<file path="config.mk">
export PLATFORM = sky130hd
export DESIGN_NAME = mdu_sequencer
export DESIGN_NICKNAME = d
export VERILOG_FILES = /design/src/rtl/mdu_pkg.sv /design/src/rtl/mdu_step.sv /design/src/rtl/mdu_sequencer.sv
export SDC_FILE = /design/constraint.sdc
export NUM_CORES = 1
export LEC_CHECK = 0
export CORE_ASPECT_RATIO = 1.75
export CORE_MARGIN = 3
export CORE_UTILIZATION = 60
export DETAILED_ROUTE_END_ITERATION = 6
export GPL_TIMING_DRIVEN = 0
export MAX_ROUTING_LAYER = met4
export PLACE_DENSITY = 0.83
export SLEW_MARGIN = 20
export SYNTH_ARGS = -nofsm -noshare
export SYNTH_HDL_FRONTEND = slang
export SYNTH_SLANG_ARGS = --single-unit
</file>
<file path="constraint.sdc">
create_clock -name clk -period 8.6 [get_ports clk]
set_input_delay 1.72 -clock clk [delete_from_list [all_inputs] [get_ports clk]]
set_output_delay 1.72 -clock clk [all_outputs]
set_load 0.03 [all_outputs]
</file>
<file path="src/rtl/mdu_pkg.sv">
// Shared types for the RV32M multiply/divide sequencer.
// Divide support is built only when MDU_DIV_EN is defined.
package mdu_pkg;

  localparam logic [6:0] FUNCT7_MULDIV = 7'b0000001;
  localparam logic [1:0] ALUOP_MULDIV  = 2'b10;

  typedef enum logic [2:0] {
    OP_MUL    = 3'b000,
    OP_MULH   = 3'b001,
    OP_MULHSU = 3'b010,
    OP_MULHU  = 3'b011,
    OP_DIV    = 3'b100,
    OP_DIVU   = 3'b101,
    OP_REM    = 3'b110,
    OP_REMU   = 3'b111
  } mdu_op_e;

  typedef enum logic [1:0] {
    IDLE = 2'd0,
    CALC = 2'd1,
    DONE = 2'd2
  } mdu_state_e;

  function automatic logic op_signed_a(mdu_op_e op);
    return !(op inside {OP_MULHU, OP_DIVU, OP_REMU});
  endfunction

  function automatic logic op_signed_b(mdu_op_e op);
    return op inside {OP_MUL, OP_MULH, OP_DIV, OP_REM};
  endfunction

endpackage

</file>
<file path="src/rtl/mdu_step.sv">
// One radix-2 iteration: shift-add multiply or restoring divide.
// Divide path present only when MDU_DIV_EN is defined.
module mdu_step
  import mdu_pkg::*;
#(
  parameter int WIDTH = 32
) (
  input  logic             div_mode,
  input  logic [WIDTH-1:0] acc,
  input  logic [WIDTH-1:0] quot,
  input  logic [WIDTH-1:0] dvs,
  output logic [WIDTH-1:0] acc_nxt,
  output logic [WIDTH-1:0] quot_nxt
);

  logic [WIDTH:0] sum;
`ifdef MDU_DIV_EN
  logic [WIDTH:0] shl;
  logic [WIDTH:0] diff;
`else
  logic unused_mode;
  assign unused_mode = div_mode;
`endif

  always_comb begin
    // {acc,quot} is the product shifting right; quot[0] is the live multiplier bit
    sum      = {1'b0, acc} + (quot[0] ? {1'b0, dvs} : '0);
    acc_nxt  = sum[WIDTH:1];
    quot_nxt = {sum[0], quot[WIDTH-1:1]};
`ifdef MDU_DIV_EN
    shl  = {acc, quot[WIDTH-1]};
    diff = shl - {1'b0, dvs};
    if (div_mode) begin
      if (!diff[WIDTH]) begin
        acc_nxt  = diff[WIDTH-1:0];
        quot_nxt = {quot[WIDTH-2:0], 1'b1};
      end else begin
        acc_nxt  = shl[WIDTH-1:0];
        quot_nxt = {quot[WIDTH-2:0], 1'b0};
      end
    end
`else
    shl_unused_guard();
`endif
  end

`ifndef MDU_DIV_EN
  function automatic void shl_unused_guard();
  endfunction
`endif

endmodule

</file>
<file path="src/rtl/mdu_sequencer.sv">
// Multi-cycle RV32M multiply/divide sequencer with pipeline stall.
// Define MDU_DIV_EN to build the divider; otherwise divides flag illegal.
module mdu_sequencer
  import mdu_pkg::*;
#(
  parameter int WIDTH = 32
) (
  input  logic             clk,
  input  logic             reset,
  input  logic             start,
  input  logic [2:0]       funct3,
  input  logic [WIDTH-1:0] operand_a,
  input  logic [WIDTH-1:0] operand_b,
  input  logic             flush,
  output logic             busy,
  output logic             stall,
  output logic             done,
  output logic [WIDTH-1:0] result,
  output logic             illegal
);

  localparam int CNT_W = $clog2(WIDTH);

  mdu_state_e state_q, state_d;
  mdu_op_e op_in, op_q;
  logic [CNT_W-1:0] cnt_q;
  logic [WIDTH-1:0] acc_q, quot_q, dvs_q, res_q;
  logic [WIDTH-1:0] acc_nxt, quot_nxt;
  logic [WIDTH-1:0] mag_a, mag_b, fast_res, fin;
  logic [2*WIDTH-1:0] prod;
  logic sgn_a, sgn_b, neg_q;
  logic accept, fast, last;

  assign op_in  = mdu_op_e'(funct3);
  assign sgn_a  = op_signed_a(op_in) & operand_a[WIDTH-1];
  assign sgn_b  = op_signed_b(op_in) & operand_b[WIDTH-1];
  assign mag_a  = sgn_a ? -operand_a : operand_a;
  assign mag_b  = sgn_b ? -operand_b : operand_b;
  assign accept = start & ~flush & (state_q == IDLE);
  assign last   = cnt_q == CNT_W'(WIDTH - 1);
  assign result = res_q;

`ifdef MDU_DIV_EN
  logic negr_q, b_zero, ovf;
  assign b_zero = operand_b == '0;
  assign ovf    = ~funct3[0]
                & (operand_a == {1'b1, {(WIDTH-1){1'b0}}})
                & (&operand_b);
  assign fast   = funct3[2] & (b_zero | ovf);

  always_comb begin
    fast_res = '0;
    if (b_zero) fast_res = funct3[1] ? operand_a : '1;
    else if (!funct3[1]) fast_res = operand_a;
  end
`else
  logic ill_q;
  assign fast     = funct3[2];
  assign fast_res = '0;
`endif

  mdu_step #(.WIDTH(WIDTH)) u_step (
    .div_mode (op_q[2]),
    .acc      (acc_q),
    .quot     (quot_q),
    .dvs      (dvs_q),
    .acc_nxt  (acc_nxt),
    .quot_nxt (quot_nxt)
  );

  // Sign fix-up applied to the final iteration's output
  always_comb begin
    prod = neg_q ? -{acc_nxt, quot_nxt} : {acc_nxt, quot_nxt};
    fin  = prod[2*WIDTH-1:WIDTH];
    unique case (op_q)
      OP_MUL: fin = prod[WIDTH-1:0];
`ifdef MDU_DIV_EN
      OP_DIV, OP_DIVU: fin = neg_q ? -quot_nxt : quot_nxt;
      OP_REM, OP_REMU: fin = negr_q ? -acc_nxt : acc_nxt;
`endif
      default: ;
    endcase
  end

  always_ff @(posedge clk) begin
    if (reset) state_q <= IDLE;
    else       state_q <= state_d;
  end

  always_comb begin
    state_d = state_q;
    unique case (state_q)
      IDLE: if (accept) state_d = fast ? DONE : CALC;
      CALC: begin
        if (flush)     state_d = IDLE;
        else if (last) state_d = DONE;
      end
      DONE:    state_d = IDLE;
      default: state_d = IDLE;
    endcase
  end

  always_comb begin
    busy  = state_q != IDLE;
    stall = (start && state_q == IDLE) || state_q == CALC;
    done  = state_q == DONE;
`ifdef MDU_DIV_EN
    illegal = 1'b0;
`else
    illegal = (state_q == DONE) & ill_q;
`endif
  end

  always_ff @(posedge clk) begin
    if (reset) begin
      op_q   <= OP_MUL;
      cnt_q  <= '0;
      acc_q  <= '0;
      quot_q <= '0;
      dvs_q  <= '0;
      res_q  <= '0;
      neg_q  <= 1'b0;
`ifdef MDU_DIV_EN
      negr_q <= 1'b0;
`else
      ill_q  <= 1'b0;
`endif
    end else if (accept) begin
      op_q   <= op_in;
      cnt_q  <= '0;
      acc_q  <= '0;
      quot_q <= funct3[2] ? mag_a : mag_b;
      dvs_q  <= funct3[2] ? mag_b : mag_a;
      neg_q  <= sgn_a ^ sgn_b;
`ifdef MDU_DIV_EN
      negr_q <= sgn_a;
`else
      ill_q  <= funct3[2];
`endif
      if (fast) res_q <= fast_res;
    end else if (state_q == CALC && !flush) begin
      cnt_q  <= cnt_q + CNT_W'(1);
      acc_q  <= acc_nxt;
      quot_q <= quot_nxt;
      if (last) res_q <= fin;
    end
  end

endmodule

</file>
placement_by_type.png
Scale bar: 20 µm. Fill, decap, tap and diode cells in gray.
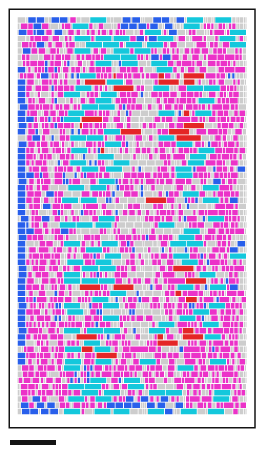
- cyan: flops (cells 139; share of their area 23%)
- blue: other buffers and delay cells (cells 204; share of their area 12%)
- magenta: combinational and other logic (cells 1257; share of their area 61%)
- red: clock drivers and dummy loads (cells 29; share of their area 4.5%)

clocks.png
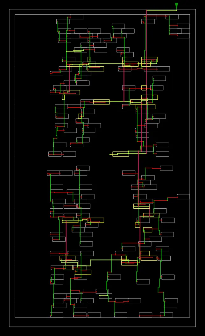
clock latency on the worst-skew pair: 430 ps
FF+latch count: 139

==> Table 3: Implementation characteristics <==
Summary of implementation characteristics

Parameter                              Value

Run status
  Run status .................. completed

Power and ir drop
  Clock group .................. around 0.70 mW
  Total leakage power .................. 4.533 nW
  Net switching component of the power .................. 0.5506 mW
  Proportion of power drawn by the clock network .................. roughly 40%
  Sequential cell power .................. slightly below 0.7 mW
  Group drawing the most power .................. the clock network
  Comb pwr share .................. a little over a fifth
  Highest ir drop seen on vdd .................. between 0.1 and 0.15 mV
  Final Total Pwr .................. ~1.8 mW
  Power density over the cells .................. 140.9 mW/mm²

Min path
  Classification of the worst-slack hold path .................. reg -> reg
  Startpoint of the lowest-slack hold path .................. result[24]
  Number of stages on the worst hold path .................. 2
  Hold path endpoint .................. result[24]

CTS
  Number of H-tree branching levels .................. 4
  Post-cts hold-fix buffer tally .................. 0
  Post-CTS setup buffer count .................. 0
  CTS tree .................. yes
  Register clock-pin slew on the reported worst setup and hold paths .................. 60 ps
  Sinks on Clock Net .................. 139
  Post-CTS sizing .................. 0
  Library cell used as clock root buffer .................. clkbuf_16
  Number of buffers on the longest clock path .................. 2

GRT
  Initial antenna violation count .................. 0
  Global routing met1 resource utilization .................. a little over two fifths
  Via count of the first global-routing pass .................. ~12000
  Congestion Overflow GR .................. 0
  Gr usage total .................. about 41%
  GRT met2 Usage .................. a little under three quarters
  Layer with the highest usage .................. met2

Worst setup path
  CP Cell Sequence .................. clkbuf_1, and2_1, ha_1, inv_1, fa_1, xor2_1, nand3_1, or3_1, a211o_1, nor4_1, nor4b_2, nand3_1, o31ai_1, xor2_1, a211oi_1
  Termination of the worst setup path .................. result[30]
  Number of buffer and inverter instances along the worst setup path .................. 2
  Crit Reg-Reg Endpoint .................. result[30]
  Kind of launch point of the worst setup path .................. register
  Crit. End Element .................. register
  CP max FO .................. 10
  Crit path required time .................. 8880 ps
  Data arrival at the endpoint of the critical path .................. 6330 ps
  Launching instance or port of the critical path .................. quot_q[0]
  Kind of cell with the highest combined delay on the critical path .................. simple AND/OR/NAND/NOR gates
  Worst R2R Setup Slack .................. 2550 ps

Floorplan
  Overall die height .................. 182.5 µm
  Count of boundary I/O pins .................. around 110
  Core region area .................. 0.01746 mm²
  Die W .................. ~110 µm
  Core Rows .................. roughly 64
  Core Density at Floorplan .................. 61.20%
  Tap cell instance count .................. ~230

Routing
  Met2 WL .................. approximately 20 mm
  Number of DRC violations after detailed-routing iteration 0 .................. ~990
  Total length of routed met3 wires .................. approximately 2.1 mm
  Via count .................. roughly 12000
  Met1 layer wirelength in the final routing .................. 14.23 mm
  Detailed-route DRC error count .................. 0
  Final ANT Viol Nets .................. 0
  Number of iterations in the first detailed-routing pass .................. 5
  Post-DR wirelength/cell .................. 21.39 µm
  Routed wire length .................. 39.79 mm

Logic synthesis
  Part of the Yosys area used for sequential elements .................. a little over a quarter
  Basic-gate share of the synthesized area counting and, or, nand and nor cells .................. approximately a quarter
  Main area contributors .................. dfxtp_1 (26%), a21oi_1 (8.0%), nand2_1 (7.7%)
  Number of distinct library cells after synthesis .................. around 70
  Avg Cell Area, Syn .................. 7.142 µm²
  Yosys stat chip area .................. between 0.01 and 0.015 mm²
  Cell area after technology mapping .................. between 0.01 and 0.015 mm²
  Count of yosys warnings during synthesis .................. 0
  EDFF count, synth .................. 0
  Cell types with the highest counts after synthesis .................. nand2_1 (219), a21oi_1 (170), nor2_1 (163)
  Library cell with the highest instance count after synthesis .................. nand2_1
  Largest area contributor in the synthesized netlist .................. dfxtp_1
  Yosys adder share .................. 4.520%
  Cells after synthesis .................. 1496
  Mapped Nets .................. roughly 1600
  Top comb family, area .................. AND-OR/OR-AND gates
  Prevailing post-synth register cell .................. dfxtp_1
  Cells in synth_stat.txt .................. 1496
  Parity-gate share of the synthesized area counting xor and xnor cells .................. a little over a tenth
  Portion of netlist area occupied by mux cells .................. between 1.5 and 2%
  Top-area cell share .................. 26.05%

Finish
  Proportion of cell area occupied by registers .................. ~22%
  Final standard cell count with taps included and fillers excluded .................. ~1900
  Clk cell area share .................. roughly 4.4%
  FILL cells .................. between 1000 and 1500
  Data buffer area share .................. between 10% and 20%
  Layout overhead on the synthesized area .................. 17.80%
  Sequential cell area .................. 0.002783 mm²
  Logic share of the area .................. about three fifths
  Dominant logic cell types in the final layout .................. nand2_1 (219), a21oi_1 (170), nor2_1 (163)
  Diode insertion count for antenna repair .................. 0
  Nonclk inv count .................. 25
  Final core utilization .................. between 70 and 80%
  Final Cell Area .................. approximately 0.013 mm²
  Total number of nets in the final design .................. around 1700
  Logic cell area .................. roughly 0.0074 mm²
  Multi-Input Combinational .................. approximately 1200
  Number of ordinary and repair buffers in the finished layout .................. roughly 200
  Number of clock buffers in the layout .................. 23
  Most common logic cell in the routed design .................. nand2_1
  Top cell category .................. logic gates

Placement
  Placer congestion estimate .................. 1.002
  Dpl hpwl .................. about 32 mm
  Post-place setup slack .................. approximately 2700 ps
  IO Port Bufs .................. between 100 and 150
  Placed insts .................. 1831
  Placed inst area .................. ~0.012 mm²

Timing
  Period Utilization, post-route .................. 70.30%
  Final setup skew .................. 7.515 ps
  Final Slew Violations .................. 0
  Unrepaired setup endpoints after global routing .................. false
  Worst slew margin .................. around a fifth
  Final hold slack .................. around 450 ps
  Slew of the pin with the lowest slew margin .................. about 1200 ps

Flow run
  Reported max-cap violation count .................. 0
  OpenROAD warning count .................. 26
logic_types.png
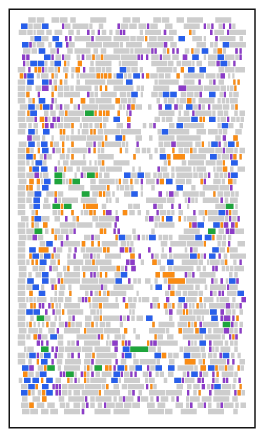
- orange: NOR gates (cells 228; most used nor2_1; where all over the die)
- purple: NAND gates (cells 271; most used nand2_1; where all over the die)
- blue: XOR/XNOR gates (cells 132; most used xnor2_1; where all over the die)
- green: multiplexers (cells 18; most used mux2i_1)

layer_met2.png
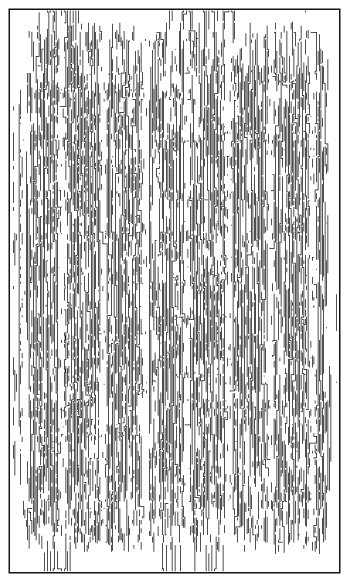
- longest straight run: 105 µm
- main direction: vertical
- wire length on this layer: 19800 µm
- nets with wire on the layer: 1439

No activity file was given, so power comes from the tool's default toggle rates.
